===== src/rtl/fetch_pc_ctrl_if.sv =====
// Fetch next-PC controller bus: execute redirect/training inputs,
// mini-decode results, and the fetch PC/valid/prediction outputs.
interface fetch_pc_ctrl_if #(
    parameter int PC_WIDTH = 32
);
    logic                F_stall_i;
    logic                E_redirect_i;
    logic [PC_WIDTH-1:0] E_redirect_pc_i;
    logic                E_train_valid_i;
    logic [PC_WIDTH-1:0] E_train_pc_i;
    logic                E_train_taken_i;
    logic                mini_op_branch_i;
    logic                mini_op_jal_i;
    logic [PC_WIDTH-1:0] mini_jal_jmp_i;
    logic [PC_WIDTH-1:0] mini_branch_jmp_i;
    logic [PC_WIDTH-1:0] F_PC_o;
    logic                F_valid_o;
    logic                F_pred_taken_o;
    logic [31:0]         mispredict_cnt_o;

    // Drives the controller (pipeline side / testbench).
    modport master (
        output F_stall_i, E_redirect_i, E_redirect_pc_i,
               E_train_valid_i, E_train_pc_i, E_train_taken_i,
               mini_op_branch_i, mini_op_jal_i, mini_jal_jmp_i, mini_branch_jmp_i,
        input  F_PC_o, F_valid_o, F_pred_taken_o, mispredict_cnt_o
    );

    // The controller itself.
    modport slave (
        input  F_stall_i, E_redirect_i, E_redirect_pc_i,
               E_train_valid_i, E_train_pc_i, E_train_taken_i,
               mini_op_branch_i, mini_op_jal_i, mini_jal_jmp_i, mini_branch_jmp_i,
        output F_PC_o, F_valid_o, F_pred_taken_o, mispredict_cnt_o
    );
endinterface


===== src/rtl/fetch_pc_ctrl.sv =====
// Fetch-stage next-PC controller: owns the fetch PC and a bimodal BHT of
// 2-bit saturating counters, and picks the next PC from redirect, stall,
// jal and predicted-taken branches.
//
// state | meaning
// BOOT  | just out of reset; fetch word not valid, PC held at RESET_PC
// RUN   | normal fetch; PC advances by next-PC priority
module fetch_pc_ctrl #(
    parameter int                  PC_WIDTH    = 32,
    parameter int                  BHT_ENTRIES = 64,
    parameter logic [PC_WIDTH-1:0] RESET_PC    = 'h8000_0000
) (
    input  logic          clk,
    input  logic          rst,
    fetch_pc_ctrl_if.slave bus
);
    localparam int IDX_W = $clog2(BHT_ENTRIES);

    typedef enum logic {BOOT = 1'b0, RUN = 1'b1} state_t;

    state_t              state_q;
    state_t              state_d;
    logic                fetch_valid;
    logic [PC_WIDTH-1:0] pc_q;
    logic [PC_WIDTH-1:0] pc_d;
    logic [31:0]         mispredict_cnt_q;
    logic [1:0]          bht [BHT_ENTRIES];
    logic [IDX_W-1:0]    fetch_idx;
    logic [IDX_W-1:0]    train_idx;
    logic                pred_taken;
    logic                unused_train_pc_bits;

    assign fetch_idx  = pc_q[IDX_W+1:2];
    assign train_idx  = bus.E_train_pc_i[IDX_W+1:2];
    // Prediction reads the pre-update counter; training lands next edge.
    assign pred_taken = bus.mini_op_branch_i & bht[fetch_idx][1] & fetch_valid;

    assign unused_train_pc_bits = ^{bus.E_train_pc_i[PC_WIDTH-1:IDX_W+2],
                                    bus.E_train_pc_i[1:0]};

    // State register.
    always_ff @(posedge clk) begin
        if (rst) state_q <= BOOT;
        else     state_q <= state_d;
    end

    // Next state: BOOT lasts exactly one cycle after reset.
    always_comb begin
        state_d = state_q;
        case (state_q)
            BOOT:    state_d = RUN;
            RUN:     state_d = RUN;
            default: state_d = BOOT;
        endcase
    end

    // FSM output: the fetch word is valid only in RUN.
    always_comb begin
        fetch_valid = (state_q == RUN);
    end

    // Next-PC select; redirect beats stall, jal beats predicted branch.
    always_comb begin
        pc_d = pc_q;
        if (fetch_valid) begin
            if (bus.E_redirect_i)       pc_d = bus.E_redirect_pc_i;
            else if (bus.F_stall_i)     pc_d = pc_q;
            else if (bus.mini_op_jal_i) pc_d = bus.mini_jal_jmp_i;
            else if (pred_taken)        pc_d = bus.mini_branch_jmp_i;
            else                        pc_d = pc_q + PC_WIDTH'(4);
        end
    end

    // Fetch PC register.
    always_ff @(posedge clk) begin
        if (rst) pc_q <= RESET_PC;
        else     pc_q <= pc_d;
    end

    // Redirect counter; redirects during BOOT are dropped and not counted.
    always_ff @(posedge clk) begin
        if (rst)                            mispredict_cnt_q <= '0;
        else if (fetch_valid && bus.E_redirect_i) mispredict_cnt_q <= mispredict_cnt_q + 32'd1;
    end

    // BHT training with saturation, independent of stall/redirect/state.
    always_ff @(posedge clk) begin
        if (rst) begin
            for (int i = 0; i < BHT_ENTRIES; i++) bht[i] <= 2'b01;
        end else if (bus.E_train_valid_i) begin
            if (bus.E_train_taken_i) begin
                if (bht[train_idx] != 2'b11) bht[train_idx] <= bht[train_idx] + 2'b01;
            end else begin
                if (bht[train_idx] != 2'b00) bht[train_idx] <= bht[train_idx] - 2'b01;
            end
        end
    end

    assign bus.F_PC_o           = pc_q;
    assign bus.F_valid_o        = fetch_valid;
    assign bus.F_pred_taken_o   = pred_taken;
    assign bus.mispredict_cnt_o = mispredict_cnt_q;
endmodule


===== src/flat_wrapper.sv =====
// flat-port wrapper written by rule: the top's interface ports become plain ports
module fetch_pc_ctrl_flat 
#(
    parameter int                  PC_WIDTH    = 32,
    parameter int                  BHT_ENTRIES = 64,
    parameter logic [PC_WIDTH-1:0] RESET_PC    = 'h8000_0000
)
  (clk, rst, bus_F_stall_i, bus_E_redirect_i, bus_E_redirect_pc_i, bus_E_train_valid_i, bus_E_train_pc_i, bus_E_train_taken_i, bus_mini_op_branch_i, bus_mini_op_jal_i, bus_mini_jal_jmp_i, bus_mini_branch_jmp_i, bus_F_PC_o, bus_F_valid_o, bus_F_pred_taken_o, bus_mispredict_cnt_o);
  fetch_pc_ctrl_if #(.PC_WIDTH(PC_WIDTH)) bus_i ();
  input  logic clk;
  input  logic rst;
  input wire logic [$bits(bus_i.F_stall_i)-1:0] bus_F_stall_i;
  input wire logic [$bits(bus_i.E_redirect_i)-1:0] bus_E_redirect_i;
  input wire logic [$bits(bus_i.E_redirect_pc_i)-1:0] bus_E_redirect_pc_i;
  input wire logic [$bits(bus_i.E_train_valid_i)-1:0] bus_E_train_valid_i;
  input wire logic [$bits(bus_i.E_train_pc_i)-1:0] bus_E_train_pc_i;
  input wire logic [$bits(bus_i.E_train_taken_i)-1:0] bus_E_train_taken_i;
  input wire logic [$bits(bus_i.mini_op_branch_i)-1:0] bus_mini_op_branch_i;
  input wire logic [$bits(bus_i.mini_op_jal_i)-1:0] bus_mini_op_jal_i;
  input wire logic [$bits(bus_i.mini_jal_jmp_i)-1:0] bus_mini_jal_jmp_i;
  input wire logic [$bits(bus_i.mini_branch_jmp_i)-1:0] bus_mini_branch_jmp_i;
  output wire logic [$bits(bus_i.F_PC_o)-1:0] bus_F_PC_o;
  output wire logic [$bits(bus_i.F_valid_o)-1:0] bus_F_valid_o;
  output wire logic [$bits(bus_i.F_pred_taken_o)-1:0] bus_F_pred_taken_o;
  output wire logic [$bits(bus_i.mispredict_cnt_o)-1:0] bus_mispredict_cnt_o;
  assign bus_i.F_stall_i = bus_F_stall_i;
  assign bus_i.E_redirect_i = bus_E_redirect_i;
  assign bus_i.E_redirect_pc_i = bus_E_redirect_pc_i;
  assign bus_i.E_train_valid_i = bus_E_train_valid_i;
  assign bus_i.E_train_pc_i = bus_E_train_pc_i;
  assign bus_i.E_train_taken_i = bus_E_train_taken_i;
  assign bus_i.mini_op_branch_i = bus_mini_op_branch_i;
  assign bus_i.mini_op_jal_i = bus_mini_op_jal_i;
  assign bus_i.mini_jal_jmp_i = bus_mini_jal_jmp_i;
  assign bus_i.mini_branch_jmp_i = bus_mini_branch_jmp_i;
  assign bus_F_PC_o = bus_i.F_PC_o;
  assign bus_F_valid_o = bus_i.F_valid_o;
  assign bus_F_pred_taken_o = bus_i.F_pred_taken_o;
  assign bus_mispredict_cnt_o = bus_i.mispredict_cnt_o;
  fetch_pc_ctrl #(.PC_WIDTH(PC_WIDTH), .BHT_ENTRIES(BHT_ENTRIES), .RESET_PC(RESET_PC)) u_core (.clk(clk), .rst(rst), .bus(bus_i));
endmodule

===== config.mk =====
export PLATFORM = sky130hd
export DESIGN_NAME = fetch_pc_ctrl_flat
export DESIGN_NICKNAME = d
export VERILOG_FILES = /design/src/rtl/fetch_pc_ctrl_if.sv /design/src/rtl/fetch_pc_ctrl.sv /design/src/flat_wrapper.sv
export SDC_FILE = /design/constraint.sdc
export NUM_CORES = 1
export LEC_CHECK = 0
export ABC_CLOCK_PERIOD_IN_PS = 3390
export CAP_MARGIN = 20
export CORE_UTILIZATION = 54
export CTS_CLUSTER_SIZE = 12
export DETAILED_ROUTE_END_ITERATION = 7
export PLACE_DENSITY_LB_ADDON = 0.05
export SETUP_SLACK_MARGIN = 0.05
export SYNTH_ARGS = -nofsm -noshare
export SYNTH_HDL_FRONTEND = slang
export SYNTH_SLANG_ARGS = --single-unit

===== constraint.sdc =====
create_clock -name clk -period 3.39 [get_ports clk]
set_clock_uncertainty 0.1 [all_clocks]
set_input_delay 0.339 -clock clk [delete_from_list [all_inputs] [get_ports clk]]
set_output_delay 0.339 -clock clk [all_outputs]
set_load 0.05 [all_outputs]

### Cells by drive strength, run 1

(2 px per µm)
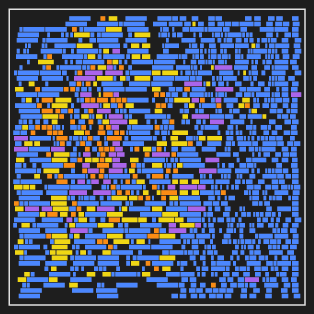
_0 and _1 cells: marked blue, cells 1,000. _6 and larger: marked purple, cells 54. _2 cells: marked yellow, cells 132. _3 and _4 cells: marked orange, cells 112.
nonclk buf count: 293
Layout area overhead: 31.0%
post-route setup slack: 0.0370 ns
Finished Cell Area: 14,900 µm²

### Cells coloured by class, run 1

(2 px per µm)
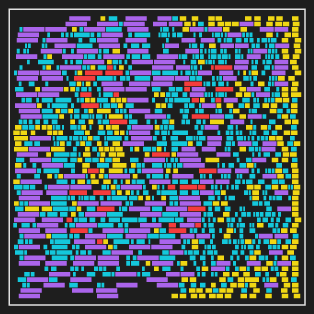
remaining buffers and delay cells: marked yellow, cells 293. combinational and other logic: marked cyan, cells 774. sequential cells: marked purple, cells 199. clock drivers and dummy loads: marked red, cells 32.
final core utilization: 72.9%
placeable core region: 20,400 µm²
row cnt: 52
sequential fraction of total cell area: 35.4%

### Congestion heat map, run 1

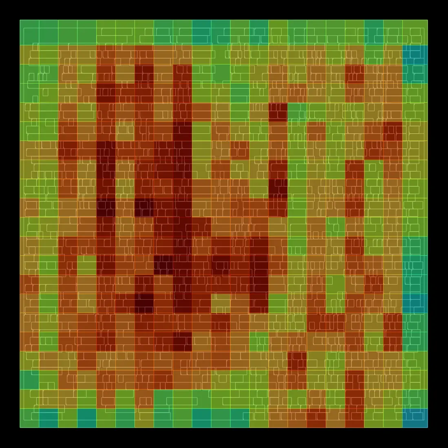
overall fraction of global-route tracks in use: 36.0%
WL per Instance: 24.8 µm
layer with the highest usage after global routing: met2
global-route met3 utilization: 6.80%
met2 global-route usage: 59.9%

### Metal 1, run 1

(3 px per µm)
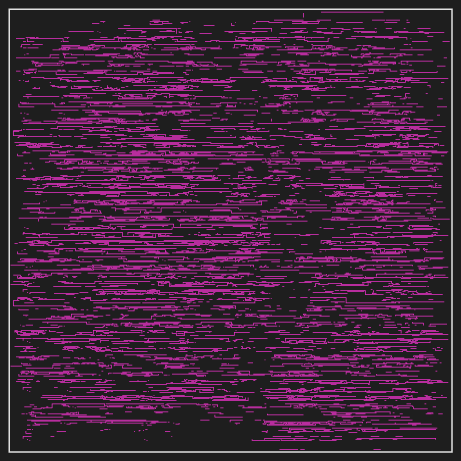
The layer holds 36% of the routed length. The layer carries 14,200 µm of wire. The wires run mostly horizontal. 1,272 nets have wire on it. The longest straight run is 41.4 µm.

==> results.txt, run 1 <==
Notes on the flow run.

- The remaining routing DRC violations is 0, for reference.
- Per report_power, the sequential group accounts for 44.6% of the total.
- For this run, the top clock speed supported by timing is 0.298 GHz.
- Signal nets in the final route climb as high as met4.
- The buffer_ports step reported a buffer count of 175.
- The main area contributors are sky130_fd_sc_hd__edfxtp_1 34%, sky130_fd_sc_hd__dfxtp_1 13%, sky130_fd_sc_hd__mux4_2 6.9%.
- The instance area after placement is 14,000 µm², for reference.
- The startpoint identified for the worst register-to-register timing path is u_core.bht[14][0].
- Looking at hold timing, the worst path starts from rst.
- The clock insertion delay at the later pin of the skew report is 0.45 ns, for reference.
- For reference, compound AND-OR and OR-AND cells occupy 12.3% of the area reported after synthesis.
- Hold timing on the final database bottoms out at a slack of 0.213 ns.
- The worst-case IR drop observed on VDD is 381 µV.
- The clock group power is 2.08 mW, for reference.
- The fraction of final cell area spent on non-clock buffers in this run is 18.9%.
- The script logs the ratio of routed vias to standard cells as 6.68.
- The fraction of final cell area spent on clock buffers and inverters in this run is 4.03%.
- The mux contribution to synthesized area is 10.2%, for reference.
- The worst slack at placement is -0.525 ns, for reference.
- The kind of cell with the highest combined delay along the critical path is buffers and inverters.
- The run finished with clean final reports.
- In this run the critical register-to-register path is captured at u_core.bht[47][1].
- The total power is 6.10 mW, for reference.
==> inputs of run 2 (changes only) <==
--- a/config.mk
+++ b/config.mk
@@ -10,6 +10,7 @@
 export CORE_UTILIZATION = 54
 export CTS_CLUSTER_SIZE = 12
 export DETAILED_ROUTE_END_ITERATION = 7
+export HOLD_SLACK_MARGIN = 0.05
 export PLACE_DENSITY_LB_ADDON = 0.05
 export SETUP_SLACK_MARGIN = 0.05
 export SYNTH_ARGS = -nofsm -noshare
### Congestion heat map, run 2

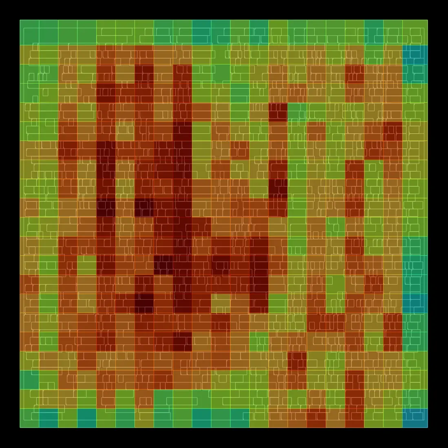
M1 GR Usage: 45.5%

==> results.txt, run 2 <==
Notes on the flow run.

- According to the floorplan report, the die height is 147 µm.
- The startpoint of the tightest hold check path is rst, for reference.
- The shortest period the worst path allows is 3.35 ns, for reference.
- The post-placement cell count is 1,532, for reference.
- The placed wire-length estimate after detailed placement is 27,200 µm, for reference.
- The area fraction in compound gates came to 12.3% (unchanged).
- The highest clock frequency the design can meet is 0.298 GHz (unchanged), for reference.
- The relative area of non-clock buffer cells in the final design was 18.9% (unchanged).
- The aggregate global-route resource usage was 36.0% (unchanged).
- The worst slack at placement is -0.525 ns (unchanged), for reference.
- The clock share of power is 34.2%, for reference.
- The cell area after layout is 14,900 µm² (unchanged), for reference.
- The critical path's top delay family is buffers and inverters, for reference.
- The met2 global-route usage was 59.9% (unchanged).
- Net switching is 30.8% of the power.
- The final worst setup slack was 0.0370 ns (unchanged).
- The clock insertion delay at the later pin of the skew report was 0.45 ns (about the same).
- The final design utilization is 72.9% (unchanged), for reference.
- The delay of the slowest cell on the worst path is 0.50 ns, for reference.
- The flow ran to the end, and the final reports show no timing, DRC or antenna violations.
- The instance area after placement is 14,000 µm² (unchanged), for reference.
- The number of port buffers is 175 (unchanged), for reference.
- The main kind of combinational logic by area is simple AND/OR/NAND/NOR gates, for reference.
- CTS added clock buffers totalling 17.
- The worst hold slack came to 0.213 ns (unchanged).
- The final-layout clock-cell area share is 4.03% (unchanged).
- The non-clock buffer total of the final layout is 293 (unchanged), for reference.
- The total power was 6.10 mW (unchanged).
- Sorting the synthesized cells by area gives the leading types as sky130_fd_sc_hd__edfxtp_1 34%, sky130_fd_sc_hd__dfxtp_1 13%, sky130_fd_sc_hd__mux4_2 6.9%.
- The core area came to 20,400 µm² (unchanged).
- The mux contribution to synthesized area came to 10.2% (unchanged).
- The report lists the cells along the critical path as clkdlybuf4s50_1, buf_12, buf_4, or3b_2, o221ai_2, o2111ai_2, o211ai_1, nor4_4, mux2i_1, buf_4, buf_4, nand3_2, buf_4, o21ai_2.
- The signed area change from the synthesized netlist to the final layout is 31.0% (unchanged), for reference.
- The average routed wire per standard cell was 24.8 µm (unchanged).
- For the worst reg-to-reg path, the startpoint reported by OpenROAD is u_core.bht[14][0].
- The beginning of the critical path is bus_E_train_pc_i[2], for reference.
- The worst IR drop on VDD was 381 µV (unchanged).
- Summed over all failing endpoints, the final setup total negative slack is 0 ns.
- The power spent charging and discharging nets is 1.88 mW, for reference.
- The peak-usage layer in the global routing report is met2, for reference.
- The worst path buffer plus inverter count is 6, for reference.
- The distinct cell type count of the synthesized netlist is 66, for reference.
- The cell row count was 52 (unchanged).
- The clock group power is 2.08 mW (about the same), for reference.
- The sequential portion of the cell area came to 35.4% (unchanged).
- The global-route met3 utilization is 6.80% (unchanged), for reference.
Power is estimated from default activity; no workload was simulated.
